`config.mk`:
```
export PLATFORM = sky130hd
export DESIGN_NAME = mux2_sel_arbiter_flat
export DESIGN_NICKNAME = d
export VERILOG_FILES = /design/src/rtl/mux2_sel_arbiter_if.sv /design/src/rtl/mux2_sel_arbiter.sv /design/src/flat_wrapper.sv
export SDC_FILE = /design/constraint.sdc
export NUM_CORES = 1
export LEC_CHECK = 0
export CAP_MARGIN = 10
export CORE_MARGIN = 3
export CORE_UTILIZATION = 40
export CTS_CLUSTER_DIAMETER = 120
export DETAILED_ROUTE_END_ITERATION = 10
export PLACE_DENSITY = 0.83
export SLEW_MARGIN = 30
export SYNTH_ARGS = -nofsm -noshare
export SYNTH_HDL_FRONTEND = slang
export SYNTH_SLANG_ARGS = --single-unit
```
`constraint.sdc`:
```
create_clock -name clk -period 4.49 [get_ports clk]
set_clock_uncertainty 0.2 [all_clocks]
set_input_delay 1.1225 -clock clk [delete_from_list [all_inputs] [get_ports clk]]
set_output_delay 1.1225 -clock clk [all_outputs]
set_load 0.1 [all_outputs]
```
`src/rtl/mux2_sel_arbiter_if.sv`:
```
// mux2_sel_arbiter_if: two source streams, the merged stream and the mux select
interface mux2_sel_arbiter_if #(parameter int WIDTH = 8);
  logic             a_valid, a_last, a_ready;
  logic             b_valid, b_last, b_ready;
  logic             y_valid, y_last, y_ready;
  logic             sel, forced;
  logic [WIDTH-1:0] a_data, b_data, y_data;
  modport master (
    output a_valid, a_data, a_last, b_valid, b_data, b_last, y_ready,
    input  a_ready, b_ready, sel, y_valid, y_data, y_last, forced
  );
  modport slave (
    input  a_valid, a_data, a_last, b_valid, b_data, b_last, y_ready,
    output a_ready, b_ready, sel, y_valid, y_data, y_last, forced
  );
endinterface

```
`src/rtl/mux2_sel_arbiter.sv`:
```
// mux2_sel_arbiter: packet-level round-robin merge of two streams with a beat watchdog
module mux2_sel_arbiter #(
  parameter int WIDTH     = 8,
  parameter int MAX_BEATS = 16
) (
  input logic             clk,
  input logic             rst,
  mux2_sel_arbiter_if.slave bus
);
  localparam int CW = $clog2(MAX_BEATS + 1);
  localparam logic [CW-1:0] CLAST = CW'(MAX_BEATS - 1);
  localparam logic [1:0] IDLE = 2'd0, GRANT_A = 2'd1, GRANT_B = 2'd2;
  logic [1:0]    state;
  logic          prio;
  logic [CW-1:0] cnt;
  logic          acc, rel, pick_b;
  assign bus.y_valid = state == GRANT_A ? bus.a_valid : state == GRANT_B ? bus.b_valid : 1'b0;
  assign bus.y_data  = WIDTH'(bus.sel ? bus.b_data : bus.a_data);
  assign bus.y_last  = bus.sel ? bus.b_last : bus.a_last;
  assign bus.a_ready = (state == GRANT_A) & bus.y_ready;
  assign bus.b_ready = (state == GRANT_B) & bus.y_ready;
  assign acc    = bus.y_valid & bus.y_ready;
  assign rel    = acc & (bus.y_last | cnt == CLAST);
  assign pick_b = bus.b_valid & (~bus.a_valid | prio);
  // sel only moves on IDLE->GRANT, so it is stable whenever y_valid can be high
  always_ff @(posedge clk) begin
    if (rst) begin
      state      <= IDLE;
      bus.sel    <= 1'b0;
      prio       <= 1'b0;
      cnt        <= '0;
      bus.forced <= 1'b0;
    end else begin
      bus.forced <= rel & ~bus.y_last;
      if (state == IDLE) begin
        if (bus.a_valid | bus.b_valid) begin
          state   <= pick_b ? GRANT_B : GRANT_A;
          bus.sel <= pick_b;
          cnt     <= '0;
        end
      end else begin
        if (acc) cnt <= cnt + 1'b1;
        if (rel) begin
          state <= IDLE;
          prio  <= ~bus.sel;
        end
      end
    end
  end
endmodule

```
`src/flat_wrapper.sv`:
```
// flat-port wrapper written by rule: the top's interface ports become plain ports
module mux2_sel_arbiter_flat 
#(
  parameter int WIDTH     = 8,
  parameter int MAX_BEATS = 16
)
  (clk, rst, bus_a_valid, bus_a_data, bus_a_last, bus_b_valid, bus_b_data, bus_b_last, bus_y_ready, bus_a_ready, bus_b_ready, bus_sel, bus_y_valid, bus_y_data, bus_y_last, bus_forced);
  mux2_sel_arbiter_if #(.WIDTH(WIDTH)) bus_i ();
  input logic clk;
  input logic rst;
  input wire logic [$bits(bus_i.a_valid)-1:0] bus_a_valid;
  input wire logic [$bits(bus_i.a_data)-1:0] bus_a_data;
  input wire logic [$bits(bus_i.a_last)-1:0] bus_a_last;
  input wire logic [$bits(bus_i.b_valid)-1:0] bus_b_valid;
  input wire logic [$bits(bus_i.b_data)-1:0] bus_b_data;
  input wire logic [$bits(bus_i.b_last)-1:0] bus_b_last;
  input wire logic [$bits(bus_i.y_ready)-1:0] bus_y_ready;
  output wire logic [$bits(bus_i.a_ready)-1:0] bus_a_ready;
  output wire logic [$bits(bus_i.b_ready)-1:0] bus_b_ready;
  output wire logic [$bits(bus_i.sel)-1:0] bus_sel;
  output wire logic [$bits(bus_i.y_valid)-1:0] bus_y_valid;
  output wire logic [$bits(bus_i.y_data)-1:0] bus_y_data;
  output wire logic [$bits(bus_i.y_last)-1:0] bus_y_last;
  output wire logic [$bits(bus_i.forced)-1:0] bus_forced;
  assign bus_i.a_valid = bus_a_valid;
  assign bus_i.a_data = bus_a_data;
  assign bus_i.a_last = bus_a_last;
  assign bus_i.b_valid = bus_b_valid;
  assign bus_i.b_data = bus_b_data;
  assign bus_i.b_last = bus_b_last;
  assign bus_i.y_ready = bus_y_ready;
  assign bus_a_ready = bus_i.a_ready;
  assign bus_b_ready = bus_i.b_ready;
  assign bus_sel = bus_i.sel;
  assign bus_y_valid = bus_i.y_valid;
  assign bus_y_data = bus_i.y_data;
  assign bus_y_last = bus_i.y_last;
  assign bus_forced = bus_i.forced;
  mux2_sel_arbiter #(.WIDTH(WIDTH), .MAX_BEATS(MAX_BEATS)) u_core (.clk(clk), .rst(rst), .bus(bus_i));
endmodule
```
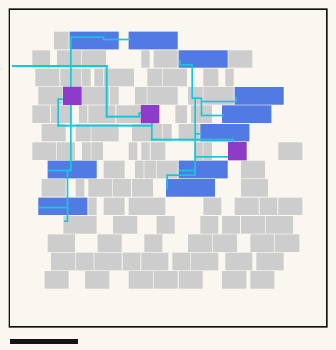
Figure 1: clock wires, drivers and flops.
Scale bar: 10 µm.
[blue] flip-flops | count: 10
[purple] clock-net drivers | count: 3
[cyan] clock wires | length: 155 µm
routed clock nets	4

==> flow_summary.toml <==
# synthesis and place-and-route metrics
[route]
vias = 638
dr.max_layer_used = "met4"
drc_errors = 0
drt_first_pass_iters = 5

[logic_synthesis]
mux_area_share_pct = 21.9
yosys_warnings = 0
synth_area_um2 = 662
ys_top_cells_by_count = "10 x dfxtp_1, 8 x mux2_2, 8 x nor2_1"
adder_share_pct = 3.78
aoi_share_pct = 10.6
synth_top_area_share_pct = 30.2
async_flop_share_pct = 0
syn_inst = 68
edf_count = 0

[clocking]
numCtsBuffers = 3
clockBufferDepth = 2
cts_resized = 0
clkLatencyLatePin_ps = 270
cts_tree = "built"
cts_sinks = 10

[worst_setup_path]
r2r_slack_ps = 2730
worstSetupPathType = "input port to primary output"
cpPeakStageDelay_ps = 520
start_kind = "input port"
arrival_ps = 2300
critPathCapture = "bus_y_valid"
critPathLaunch = "bus_a_valid"

[global_routing]
grt_pass1_vias = 607
antenna_found_initial = 0
busiest_layer = "met2"
grt_max_degree = 12
met2_usage_pct = 29.7
use_met1_pct = 21.1

[cells_and_area]
final_layout_size_suffix_gt1_share_pct = 32.7
nonClkBufAreaFrac_pct = 31.8
signal_buffers = 36
insertedDiodeCount = 0
seq_area_share_pct = 19.3
synthToLayoutAreaGrowth_pct = 56.7
fin_nets = 133
top_regs = "u_core.cnt: 5 flops, u_core.state: 2 flops"
clkbuf_count = 4
fin_area_um2 = 1040
ff_count = 10
seqCellArea_um2 = 200

[floorplanning]
tap_cells = 16
fp_util_pct = 43.4
rows = 14

[run]
maxCapViolCount = 0

[placement]
place_area_um2 = 1000
dp_hpwl_um = 1350
placed_cells = 119

[power_and_ir_drop]
p_sw_mw = 0.273
finalPower_mw = 0.525
clock_power_mw = 0.0833
clkPwrFrac_pct = 15.9
p_comb_share_pct = 60.2
p_int_mw = 0.252

[outcome]
status = "finished clean"

[final_timing]
hold_ws_ps = 272
hold_viol_final = 0
tightest_slew_ps = 958
rsz0062_at_grt = "no"
final_max_slew_viol_count = 0
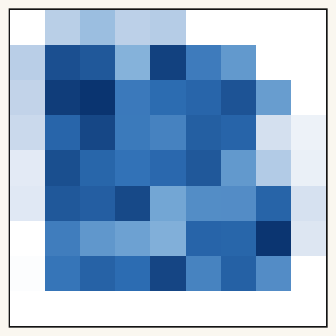
Figure 2: local utilization.
The die is cut into 9 by 9 equal tiles; white is low, dark blue is high, 0 to 100% covered.
fullest tile	98%
emptiest ninth of the die	top right
mean over tiles	47%
densest ninth of the die	middle
nearly empty tiles	25%

